**Run 1: signal wires on met2**

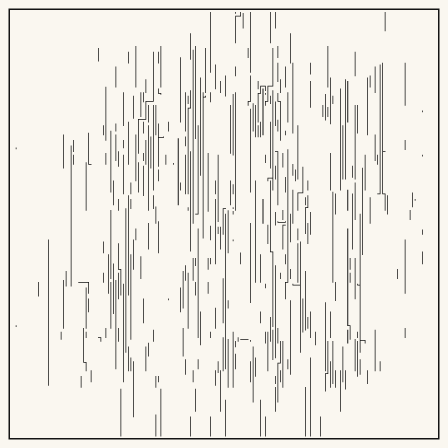
**Run 1: met3 routing**

The bar under the picture is 20 µm long. Cells faint in the background.
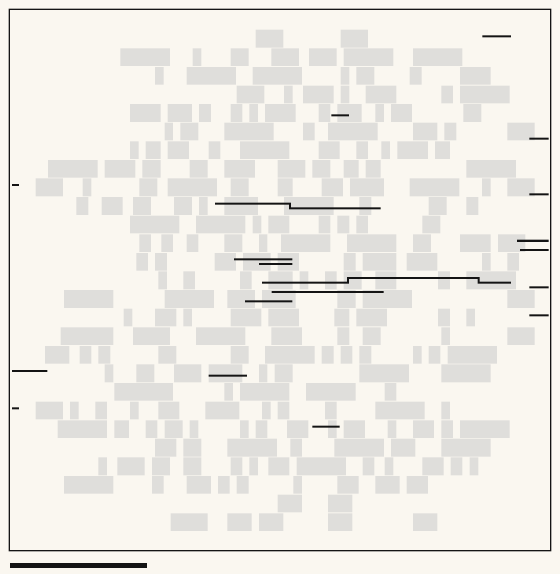
**Run 1: gate-type map**

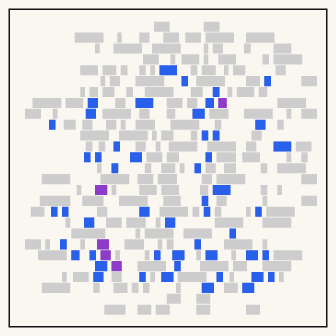
File: src/rtl/bcd_pkg.sv
// bcd_pkg -- types and constants shared by the binary-to-BCD converter
// and the downstream BCD-to-7-segment decoder.
//   BCD_BLANK   : nibble value the decoder renders as a dark digit
//   b2b_state_t : converter FSM state encoding
//   bcd_digit_t : one packed BCD digit
package bcd_pkg;

  localparam logic [3:0] BCD_BLANK = 4'hF;

  typedef enum logic [1:0] {
    IDLE  = 2'd0,
    SHIFT = 2'd1,
    DONE  = 2'd2
  } b2b_state_t;

  typedef logic [3:0] bcd_digit_t;

endpackage : bcd_pkg

File: src/rtl/bcd_add3_cell.sv
// bcd_add3_cell -- double-dabble correction for one BCD digit.
// A digit of 5 or more is bumped by 3 so that the following left shift
// carries into the next decimal digit instead of producing 10..15.
// Ports:
//   digit_in  : BCD digit before correction
//   digit_out : corrected digit (4-bit wrap never happens for inputs 0..9)
module bcd_add3_cell
  import bcd_pkg::*;
(
  input  bcd_digit_t digit_in,
  output bcd_digit_t digit_out
);

  assign digit_out = (digit_in >= 4'd5) ? bcd_digit_t'(digit_in + 4'd3) : digit_in;

endmodule : bcd_add3_cell

File: src/rtl/bin2bcd_seq.sv
// bin2bcd_seq -- sequential binary-to-BCD converter (shift-and-add-3),
// one input bit per clock, valid/ready on both sides.
// After the accept edge the FSM spends WIDTH cycles in SHIFT, loads bcd_out
// on the last of them and then holds the result in DONE until out_ready.
// Configuration macro: BIN2BCD_BLANK_EN -- when defined, leading zero
// digits above digit 0 are replaced by BCD_BLANK on the load into bcd_out.
// Ports:
//   clk       : clock, rising edge
//   rst       : synchronous active-high reset
//   ena       : global enable; low freezes every register
//   bin_in    : unsigned binary value, sampled on the accept edge only
//   in_valid  : bin_in valid
//   in_ready  : converter idle and enabled
//   bcd_out   : packed BCD result, digit 0 in [3:0]
//   out_valid : bcd_out valid (DONE state)
//   out_ready : consumer accepts bcd_out
module bin2bcd_seq
  import bcd_pkg::*;
#(
  parameter int WIDTH  = 8,
  parameter int DIGITS = 3
) (
  input  logic                  clk,
  input  logic                  rst,
  input  logic                  ena,
  input  logic [WIDTH-1:0]      bin_in,
  input  logic                  in_valid,
  output logic                  in_ready,
  output logic [4*DIGITS-1:0]   bcd_out,
  output logic                  out_valid,
  input  logic                  out_ready
);

  localparam int BW = 4 * DIGITS;
  localparam int CW = (WIDTH > 1) ? $clog2(WIDTH) : 1;
  localparam logic [CW-1:0] LAST_CNT = CW'(WIDTH - 1);

  localparam logic [1:0] ST_IDLE  = IDLE;
  localparam logic [1:0] ST_SHIFT = SHIFT;
  localparam logic [1:0] ST_DONE  = DONE;

  // The largest binary input must fit in DIGITS decimal digits.
  if ((64'd10 ** DIGITS) <= ((64'd1 << WIDTH) - 64'd1)) begin : g_param_check
    $error("bin2bcd_seq: DIGITS too small for WIDTH");
  end

  logic [1:0]          state;
  logic [WIDTH-1:0]    shreg;
  logic [BW-1:0]       accum;
  logic [CW-1:0]       cnt;

  logic [BW-1:0]       adj;
  logic [BW+WIDTH-1:0] joined;
  logic [BW+WIDTH-1:0] shifted;
  logic [BW-1:0]       accum_nxt;
  logic [WIDTH-1:0]    shreg_nxt;
  logic [BW-1:0]       load_val;

  for (genvar d = 0; d < DIGITS; d++) begin : g_add3
    bcd_add3_cell u_cell (
      .digit_in  (accum[4*d +: 4]),
      .digit_out (adj[4*d +: 4])
    );
  end

  // Corrected accumulator and shift register move left as one long word.
  assign joined    = {adj, shreg};
  assign shifted   = joined << 1;
  assign accum_nxt = shifted[BW+WIDTH-1:WIDTH];
  assign shreg_nxt = shifted[WIDTH-1:0];

  assign in_ready = (state == ST_IDLE) & ena;

  // Value presented to bcd_out on the final shift, optionally blanked.
  always_comb begin
    load_val = accum_nxt;
`ifdef BIN2BCD_BLANK_EN
    begin : blank_scan
      logic lead;
      lead = 1'b1;
      // Walk down from the top digit while everything seen so far is zero;
      // digit 0 is never visited so a zero value still shows one 0.
      for (int d = DIGITS - 1; d >= 1; d--) begin
        if (lead && (accum_nxt[4*d +: 4] == 4'd0)) begin
          load_val[4*d +: 4] = BCD_BLANK;
        end else begin
          lead = 1'b0;
        end
      end
    end
`endif
  end

  // FSM, bit counter, shift register, accumulator and output registers.
  always_ff @(posedge clk) begin
    if (rst) begin
      state     <= ST_IDLE;
      shreg     <= '0;
      accum     <= '0;
      cnt       <= '0;
      bcd_out   <= '0;
      out_valid <= 1'b0;
    end else if (ena) begin
      case (state)
        ST_IDLE: begin
          if (in_valid) begin
            shreg <= bin_in;
            accum <= '0;
            cnt   <= '0;
            state <= ST_SHIFT;
          end
        end
        ST_SHIFT: begin
          accum <= accum_nxt;
          shreg <= shreg_nxt;
          cnt   <= cnt + 1'b1;
          if (cnt == LAST_CNT) begin
            bcd_out   <= load_val;
            out_valid <= 1'b1;
            state     <= ST_DONE;
          end
        end
        ST_DONE: begin
          if (out_ready) begin
            out_valid <= 1'b0;
            state     <= ST_IDLE;
          end
        end
        default: begin
          state     <= ST_IDLE;
          out_valid <= 1'b0;
        end
      endcase
    end
  end

endmodule : bin2bcd_seq
File: config.mk
export PLATFORM = sky130hd
export DESIGN_NAME = bin2bcd_seq
export DESIGN_NICKNAME = d
export VERILOG_FILES = /design/src/rtl/bcd_pkg.sv /design/src/rtl/bcd_add3_cell.sv /design/src/rtl/bin2bcd_seq.sv
export SDC_FILE = /design/constraint.sdc
export NUM_CORES = 1
export LEC_CHECK = 0
export CAP_MARGIN = 20
export CELL_PAD_IN_SITES_DETAIL_PLACEMENT = 1
export CELL_PAD_IN_SITES_GLOBAL_PLACEMENT = 2
export CORE_MARGIN = 2
export CORE_UTILIZATION = 32
export DETAILED_ROUTE_END_ITERATION = 7
export GPL_TIMING_DRIVEN = 0
export PLACE_DENSITY = 0.84
export SLEW_MARGIN = 25
export SYNTH_ARGS = -nofsm -noshare
export SYNTH_HDL_FRONTEND = slang
export SYNTH_SLANG_ARGS = --single-unit
export TNS_END_PERCENT = 30
File: constraint.sdc
create_clock -name clk -period 1.8 [get_ports clk]
set_clock_uncertainty 0.1 [all_clocks]
set_input_delay 0.36 -clock clk [delete_from_list [all_inputs] [get_ports clk]]
set_output_delay 0.36 -clock clk [all_outputs]
set_load 0.1 [all_outputs]
==> summary.rpt, run 1 <==
PHYSICAL IMPLEMENTATION REPORT
----------------------------------------------------
[Run status]
  Status ........................ completed

[Worst setup path]
  Worst r2r src ........................ cnt[0]$_SDFFE_PP0P_
  Arrival time of data at the critical path endpoint ........................ 1.29 ns
  Kind of end point of the critical path ........................ output port
  Endpoint of the most critical register-to-register path ........................ bcd_out[10]$_SDFFE_PP0P_
  Critical path peak fanout ........................ 8
  Launching element type of the critical path ........................ register
  Worst-case register-to-register setup slack ........................ 0.12 ns

[Synth]
  Share of the yosys chip area belonging to registers ........................ 42.28%
  Yosys aoi share ........................ 25.59%
  Area figure in the yosys stat output ........................ 1799 µm²
  Post-synthesis xor/xnor area fraction ........................ 0.4868%
  Count of warnings emitted by yosys ........................ 0
  Most instantiated library cell after synthesis ........................ sky130_fd_sc_hd__dfxtp_1
  Unique masters post-synth ........................ 38
  Main area contributors ........................ sky130_fd_sc_hd__dfxtp_1 42%, sky130_fd_sc_hd__ha_1 5.6%, sky130_fd_sc_hd__a21oi_1 5.3%
  Library cell with the largest summed area after synthesis ........................ sky130_fd_sc_hd__dfxtp_1
  Cell types with the highest counts after synthesis ........................ 38 x sky130_fd_sc_hd__dfxtp_1, 19 x sky130_fd_sc_hd__a21oi_1, 17 x sky130_fd_sc_hd__nor2_1
  Flip-flops with a built-in enable ........................ 0
  Yosys reg bits ........................ 38
  Adder and majority cell fraction of the synthesized area ........................ 5.563%
  Flip-flop cell with the highest count after synthesis ........................ sky130_fd_sc_hd__dfxtp_1
  Mapped Area ........................ 1799 µm²
  Async set or reset register ratio after synthesis ........................ 0%
  Net count after synthesis ........................ 218
  Synthesized area divided by synthesized cell count ........................ 9.133 µm²
  Proportion of netlist area held by the largest area contributor ........................ 42.28%
  Mux share of post-synthesis cell area ........................ 1.113%
  Dominant comb cell ........................ AND-OR/OR-AND gates

[Floorplan]
  Standard cell core area ........................ 5473 µm²
  Row cnt ........................ 27
  Total die size ........................ 6239 µm²
  Initial Utilization ........................ 32.88%
  Die width ........................ 78.99 µm
  DIE HEIGHT ........................ 78.99 µm

[Final layout]
  Area growth syn-to-layout ........................ 27.12%
  Comb area ........................ 977.2 µm²
  Commonest cells after routing, fill and taps aside ........................ 37 x sky130_fd_sc_hd__dfxtp_1, 19 x sky130_fd_sc_hd__a21oi_1, 16 x sky130_fd_sc_hd__nor2_1
  Layout filler cell count ........................ 647
  Proportion of layout cells with a drive suffix above 1 ........................ 19.91%
  Diode insertion count for antenna repair ........................ 0
  Final layout net count ........................ 251
  Sequential cell area ........................ 762.0 µm²

[Clock network]
  Post-cts hold-fix buffer tally ........................ 0
  Clock slew at the register clock pins of the worst setup and hold paths ........................ 0.07 ns
  Buffer count from post-CTS setup fixing ........................ 0
  Number of H-tree branching levels ........................ 2
  Root Buffer ........................ sky130_fd_sc_hd__clkbuf_8
  TritonCTS clock tree ........................ built
  Number of clock buffers inserted by TritonCTS ........................ 5
  Number of buffers on the longest clock path ........................ 2
  Late-Pin Clk Latency ........................ 0.29 ns
  Clock sink total ........................ 38

[Global routing]
  Total global-route track usage ........................ 15.63%
  Number of antenna violations at the first check in global routing ........................ 0
  Largest net degree at the start of global routing ........................ 12
  Global-route wire length before repair ........................ 7562 µm
  Number of global-route vias before repair ........................ 1562
  GR Overflow Total ........................ 0

[Run]
  Count of warning messages emitted by the tools ........................ 30
  Number of maximum-capacitance violations ........................ 0

[Final timing]
  Total negative setup slack ........................ 0 ns
  Setup repair after global routing missed its margin ........................ no
  Max Freq ........................ 572.4 MHz
  Measured slew at the worst slew-check pin ........................ 0.5454 ns
  Setup-violating endpoint count in the final report ........................ 0
  Final worst path period share ........................ 97.05%
  Final-layout worst hold slack ........................ 0.3537 ns
  Number of hold violations in the final report ........................ 0
  Remaining max-slew budget at the tightest pin ........................ 63.81%
  Final tally of max-slew violations ........................ 0
  Post-layout min period ........................ 1.747 ns

[Placed design]
  Final weighted congestion in routability-driven placement ........................ 0.7577
  Number of buffer cells added on primary ports ........................ 26
  Half-perimeter wire length of the detailed placement result ........................ 3161 µm

[Route]
  DRC ........................ 0
  Remaining number of nets flagged by the antenna check after routing ........................ 0
  Per-cell via count in the routed design ........................ 5.215
  Starting DRT DRC Count ........................ 86
  Number of iterations in the first detailed-routing pass ........................ 4

[Power]
  Internal power contribution ........................ 1.221 mW
  Maximum resistive drop on vdd ........................ 0.2245 mV
  Power per standard cell area ........................ 707.4 nW/µm²
  Sequential fraction of design power ........................ 53.3%
  Sw Share ........................ 24.51%
  Clock share of power ........................ 37.8%
  Leakage power ........................ 0.8814 nW
  Comb pwr share ........................ 8.9%
  Switching Power ........................ 396.6 µW

[Min path]
  HP Start ........................ shreg[0]$_SDFFE_PP0P_
  Number of cells on the worst hold path ........................ 2
  Worst min path class ........................ reg -> reg

----------------------------------------------------
-- 'signal wires on met2' (at the start) --
The wires run mostly vertical. The longest straight run is 32.0 µm.
final wirelength: 4548 µm
vias after detailed routing: 1580
global-route met2 utilization: 25.25%

-- 'met3 routing' (at the start) --
The layer holds 3.0% of the routed length. The layer carries 138 µm of wire. The longest straight run is 19.1 µm.
met3 demand-to-capacity share in global routing: 3.068%

-- 'gate-type map' (at the start) --
Key: purple = and/or cells [cells 5]; blue = aoi and oai cells [cells 50, most used a21oi_1]
combinational share of cell area: 42.72%
most used logic cell in the final layout: sky130_fd_sc_hd__dfxtp_1
non-filler cells in the finished layout: 303

[run 1: kinds of logic after synthesis]
| family | Yosys count |
|---|---|
| muxes | 2 |
| AOI/OAI and AO/OA | 66 |
| DFF | 38 |
| buffers and inverters | 17 |
| and+or+nand+nor | 65 |
| adders and majority gates | 8 |
| xor gates and xnor gates | 1 |
[run 1: per-layer routing]
| metal | up-vias | share of wire [%] | GRT usage [%] |
|---|---|---|---|
| met2 | 26 | 46 | 25.25 |
| met5 | - | 0 | 0 |
| met1 | 762 | 49 | 20.90 |
| met4 | 0 | 1.3 | 5.172 |
| met3 | 5 | 3.0 | 3.068 |
| li1 | 787 | - | - |
[run 1: power by group through the flow]
stage	sequential [mW]	combinational (mW)	clock, mW
final	0.863	0.144	0.611
after global routing	0.864	0.159	0.668
after CTS	0.862	0.144	0.630
after detailed placement	0.882	0.142	0
after global placement	0.882	0.141	0
after floorplan	0.880	0.0837	0
[run 1: worst max-delay path by stage]
stage	from	endpoint	slack (ns)	cells after the start
after CTS	bcd_out[4]$_SDFFE_PP0P_	bcd_out[4]	-0.10	1
after detailed placement	ena	in_ready	-1.11	4
after floorplan	state[1]$_SDFFE_PP0P_	in_ready	0.30	2
after global placement	ena	in_ready	-1.10	4
after global routing	state[1]$_SDFFE_PP0P_	in_ready	0.003	3
final	state[1]$_SDFFE_PP0P_	in_ready	0.05	3
[run 1: layout make-up]
| cell class | instances | area share, % |
|---|---|---|
| buffer | 10 | 2.954 |
| clock buffer | 7 | 3.775 |
| clock inverter | 1 | 0.2188 |
| inverter | 7 | 1.149 |
| multi-input combinational | 142 | 42.72 |
| sequential | 38 | 33.32 |
| tap | 72 | 3.939 |
| timing repair buffer | 26 | 11.93 |
[run 1: flip-flops by register name, summed over array words and instances, names as in the netlist]
| name | count |
|---|---|
| accum | 12 |
| bcd_out | 12 |
| shreg | 8 |
| cnt | 3 |
| state | 2 |
| out_valid | 1 |
[run 1: timing repair]
item                                    CTS  global route
gates resized                            52             8
endpoints found under the setup margin   40            17
pin swaps                                 0             1
[run 1: stage by stage]
step           instance area [µm²]  setup WS (ns)  util [%]  power (mW)
2_1_floorplan                 1800         0.2973         -      0.9635
3_3_place_gp                  2151         -1.103     39.30       1.023
3_5_place_dp                  2151         -1.106     39.30       1.024
4_1_cts                       2277        -0.1045     41.61       1.637
5_1_grt                       2287       0.003116     41.79       1.691
6_report                      2287        0.05304     41.79       1.618
[run 1: critical path, cell delays in order (launching register included)]
cell	delay [ns]
sky130_fd_sc_hd__dfxtp_2	0.39
sky130_fd_sc_hd__and2b_1	0.22
sky130_fd_sc_hd__and2_2	0.22
sky130_fd_sc_hd__buf_8	0.17
==> run 1 -> run 2 <==
--- a/config.mk
+++ b/config.mk
@@ -12,7 +12,7 @@
 export CORE_UTILIZATION = 32
 export DETAILED_ROUTE_END_ITERATION = 7
 export GPL_TIMING_DRIVEN = 0
-export PLACE_DENSITY = 0.84
+export PLACE_DENSITY_LB_ADDON = 0.25
 export SLEW_MARGIN = 25
 export SYNTH_ARGS = -nofsm -noshare
 export SYNTH_HDL_FRONTEND = slang
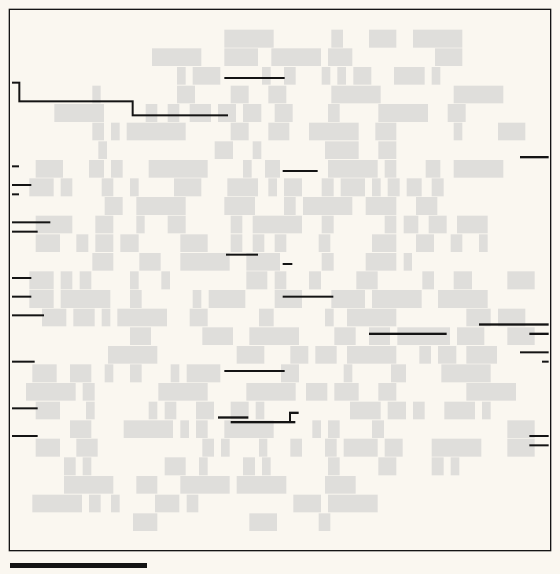
**Above:** run 2 (met3 routing).
The bar under the picture is 20 µm long. Cells faint in the background.
23 nets have wire on it. The longest straight run is 16.6 µm. The layer carries 155 µm of wire. The wires run mostly horizontal.
met3 demand-to-capacity share in global routing: 3.523%
final wirelength: 4527 µm
vias after detailed routing: 1583

==> run 2 against run 1 <==
Net effect: sequential power about the same; power grew 0.80%; non-clock buffer count increased by 1; count of clock-buffer cells in the layout down 1; fmax barely moved; cell area is 0.11% higher; via count grew 0.19%; sequential share of layout area increased by 0.13 points; worst hold slack better by 0.0063 ns; utilization about the same; area after synthesis did not move; die size did not move; critical path type unchanged; highest routed layer unchanged.
==> summary.rpt, run 2 <==
PHYSICAL IMPLEMENTATION REPORT
----------------------------------------------------
[Final timing]
  Final-layout worst hold slack ........................ 0.3601 ns
  Setup repair after global routing missed its margin ........................ yes
  Final worst path period share ........................ 97.03%
  Setup-violating endpoint count in the final report ........................ 0
  Max Freq ........................ 572.6 MHz
  Total negative setup slack ........................ 0 ns
  Measured slew at the worst slew-check pin ........................ 0.5461 ns
  Remaining max-slew budget at the tightest pin ........................ 63.76%
  Final tally of max-slew violations ........................ 0
  Worst path setup slack after routing ........................ 0.05345 ns
  Number of hold violations in the final report ........................ 0
  Post-layout min period ........................ 1.747 ns

[Floorplan]
  DIE HEIGHT ........................ 78.99 µm
  Die width ........................ 78.99 µm
  Top-Level Pins ........................ 27
  Initial Utilization ........................ 32.88%
  Total die size ........................ 6239 µm²
  Row cnt ........................ 27
  Standard cell core area ........................ 5473 µm²

[Global routing]
  Global-route wire length before repair ........................ 7583 µm
  Number of global-route vias before repair ........................ 1525
  GR Overflow Total ........................ 0
  Total global-route track usage ........................ 15.71%
  Number of antenna violations at the first check in global routing ........................ 0
  Largest net degree at the start of global routing ........................ 13

[Min path]
  HP Start ........................ shreg[1]$_SDFFE_PP0P_
  Sink of the worst hold path ........................ shreg[1]$_SDFFE_PP0P_
  Worst min path class ........................ reg -> reg
  Number of cells on the worst hold path ........................ 2

[Clock network]
  Root Buffer ........................ sky130_fd_sc_hd__clkbuf_8
  Number of H-tree branching levels ........................ 2
  Number of buffers on the longest clock path ........................ 2
  Post-cts hold-fix buffer tally ........................ 0
  TritonCTS clock tree ........................ built
  Clock slew at the register clock pins of the worst setup and hold paths ........................ 0.08 ns

[Power]
  Maximum resistive drop on vdd ........................ 0.2338 mV
  Sequential fraction of design power ........................ 52.8%
  Switching Power ........................ 412.2 µW
  Sw Share ........................ 25.28%
  Power per standard cell area ........................ 712.3 nW/µm²
  Leakage power ........................ 0.8730 nW
  Clock share of power ........................ 38.4%
  Comb pwr share ........................ 8.8%
  Tot Pwr ........................ 1.631 mW
  Internal power contribution ........................ 1.219 mW

[Synth]
  Area figure in the yosys stat output ........................ 1799 µm²
  Cells after synthesis ........................ 197
  Flip-flops with a built-in enable ........................ 0
  Proportion of netlist area held by the largest area contributor ........................ 42.28%
  Unique masters post-synth ........................ 38
  Library cell with the largest summed area after synthesis ........................ sky130_fd_sc_hd__dfxtp_1
  Share of the yosys chip area belonging to registers ........................ 42.28%
  Synthesized area divided by synthesized cell count ........................ 9.133 µm²
  Mapped Area ........................ 1799 µm²
  Flip-flop cell with the highest count after synthesis ........................ sky130_fd_sc_hd__dfxtp_1
  Net count after synthesis ........................ 218
  Yosys reg bits ........................ 38
  Count of warnings emitted by yosys ........................ 0
  Cell types with the highest counts after synthesis ........................ 38 x sky130_fd_sc_hd__dfxtp_1, 19 x sky130_fd_sc_hd__a21oi_1, 17 x sky130_fd_sc_hd__nor2_1
  Most instantiated library cell after synthesis ........................ sky130_fd_sc_hd__dfxtp_1
  Main area contributors ........................ sky130_fd_sc_hd__dfxtp_1 42%, sky130_fd_sc_hd__ha_1 5.6%, sky130_fd_sc_hd__a21oi_1 5.3%
  Async set or reset register ratio after synthesis ........................ 0%
  Yosys stat cell total ........................ 197

[Run]
  Number of maximum-capacitance violations ........................ 0
  Count of warning messages emitted by the tools ........................ 31

[Route]
  Remaining number of nets flagged by the antenna check after routing ........................ 0
  Mean routed wirelength per cell ........................ 14.89 µm
  Number of iterations in the first detailed-routing pass ........................ 4
  Per-cell via count in the routed design ........................ 5.207
  DRC ........................ 0
  Starting DRT DRC Count ........................ 73

[Worst setup path]
  Worst-case register-to-register setup slack ........................ 0.14 ns
  Kind of end point of the critical path ........................ output port
  Data required, critical path ........................ 1.34 ns
  Class of the most critical setup path ........................ reg -> out
  Endpoint of the most critical register-to-register path ........................ bcd_out[10]$_SDFFE_PP0P_
  Critical path peak fanout ........................ 10
  Worst r2r src ........................ cnt[0]$_SDFFE_PP0P_
  Arrival time of data at the critical path endpoint ........................ 1.29 ns
  Worst reg-to-reg path cell count ........................ 5
  Launching element type of the critical path ........................ register

[Run status]
  Status ........................ completed

[Final layout]
  Final Util ........................ 41.84%
  Diode insertion count for antenna repair ........................ 0
  Regs by FF count ........................ accum x12, bcd_out x12, shreg x8
  Layout filler cell count ........................ 650
  Area growth syn-to-layout ........................ 27.26%
  Final layout net count ........................ 252
  Commonest cells after routing, fill and taps aside ........................ 36 x sky130_fd_sc_hd__dfxtp_1, 19 x sky130_fd_sc_hd__a21oi_1, 16 x sky130_fd_sc_hd__nor2_1
  Proportion of layout cells with a drive suffix above 1 ........................ 20.26%
  Most used logic cell in the final layout ........................ sky130_fd_sc_hd__dfxtp_1

[Placed design]
  Post-Place Worst Slack ........................ -1.105 ns
  Half-perimeter wire length of the detailed placement result ........................ 3100 µm
  Final weighted congestion in routability-driven placement ........................ 0.8041
  Number of buffer cells added on primary ports ........................ 26

----------------------------------------------------
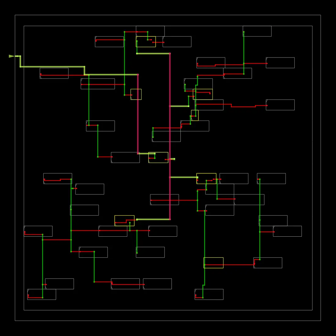
**Above:** run 2 (clock wiring as the flow saved it).
clock buf count: 6
number of clock buffers inserted by TritonCTS: 5
power in the clock group: 626 µW
clock sink total: 38
Late-Pin Clk Latency: 0.29 ns

[run 2: timing repair]
action / CTS / global route
cloned: 0 / 0
gates resized: 51 / 8
pin swaps: 0 / 1
setup buffers: 0 / 1
setup endpoints to repair: 41 / 9
[run 2: metrics by stage]
stage	cells	cell area, µm²
floorplan	197	1800
global placement	295	2151
detailed placement	295	2151
CTS	303	2276
global route	304	2290
finish	304	2290
[run 2: final cells by class]
type | count | area [µm²] | area share (%)
repair buffers | 27 | 277.8 | 12.13
flip-flops and latches | 38 | 765.7 | 33.44
multi-input cells | 142 | 967.2 | 42.24
plain buffers | 10 | 67.56 | 2.951
inverters | 7 | 26.28 | 1.148
clock buffers | 6 | 82.58 | 3.607
clock inverters | 2 | 12.51 | 0.5464
well taps | 72 | 90.09 | 3.934
[run 2: critical path, stage by stage, from the launching register on]
cell and delay (ns):
sky130_fd_sc_hd__dfxtp_1 0.31, sky130_fd_sc_hd__buf_6 0.14, sky130_fd_sc_hd__inv_2 0.15, sky130_fd_sc_hd__and2_2 0.20
sky130_fd_sc_hd__buf_8 0.20
[run 2: power by group through the flow]
stage          sequential [mW]  combinational (mW)  clock, mW
4_1_cts                  0.862               0.145      0.648
5_1_grt                  0.862               0.158      0.684
2_1_floorplan            0.880              0.0837          0
3_3_place_gp             0.881               0.142          0
3_5_place_dp             0.882               0.142          0
6_report                 0.860               0.144      0.626
[run 2: logic make-up after synthesis]
family	count (synthesis)	synth area share, %
AOI/OAI and AO/OA	66	25.59
and+or+nand+nor	65	19.89
DFF	38	42.28
buffers and inverters	17	5.076
adders and majority gates	8	5.564
muxes	2	1.113
xor gates and xnor gates	1	0.4869
[run 2: worst max path at each step]
stage,slack (ns),endpoint,start,depth (start not counted)
after global placement,-1.11,in_ready,ena,4
after floorplan,0.30,in_ready,state[1]$_SDFFE_PP0P_,2
final,0.05,in_ready,state[0]$_SDFFE_PP0P_,4
after detailed placement,-1.11,in_ready,ena,4
after global routing,-0.01,in_ready,state[0]$_SDFFE_PP0P_,4
after CTS,-0.12,bcd_out[11],bcd_out[11]$_SDFFE_PP0P_,1
[run 2: metal layers]
metal	routed length, µm	part of all wire (%)	GRT usage [%]	up-vias
li1	-	-	-	788
met1	2162	48	19.10	757
met2	2146	47	27.37	31
met3	154	3.4	3.523	7
met4	63	1.4	5.172	0
met5	0	0	0	-
Power figures rest on the tool's default switching activity, not on a simulated workload.
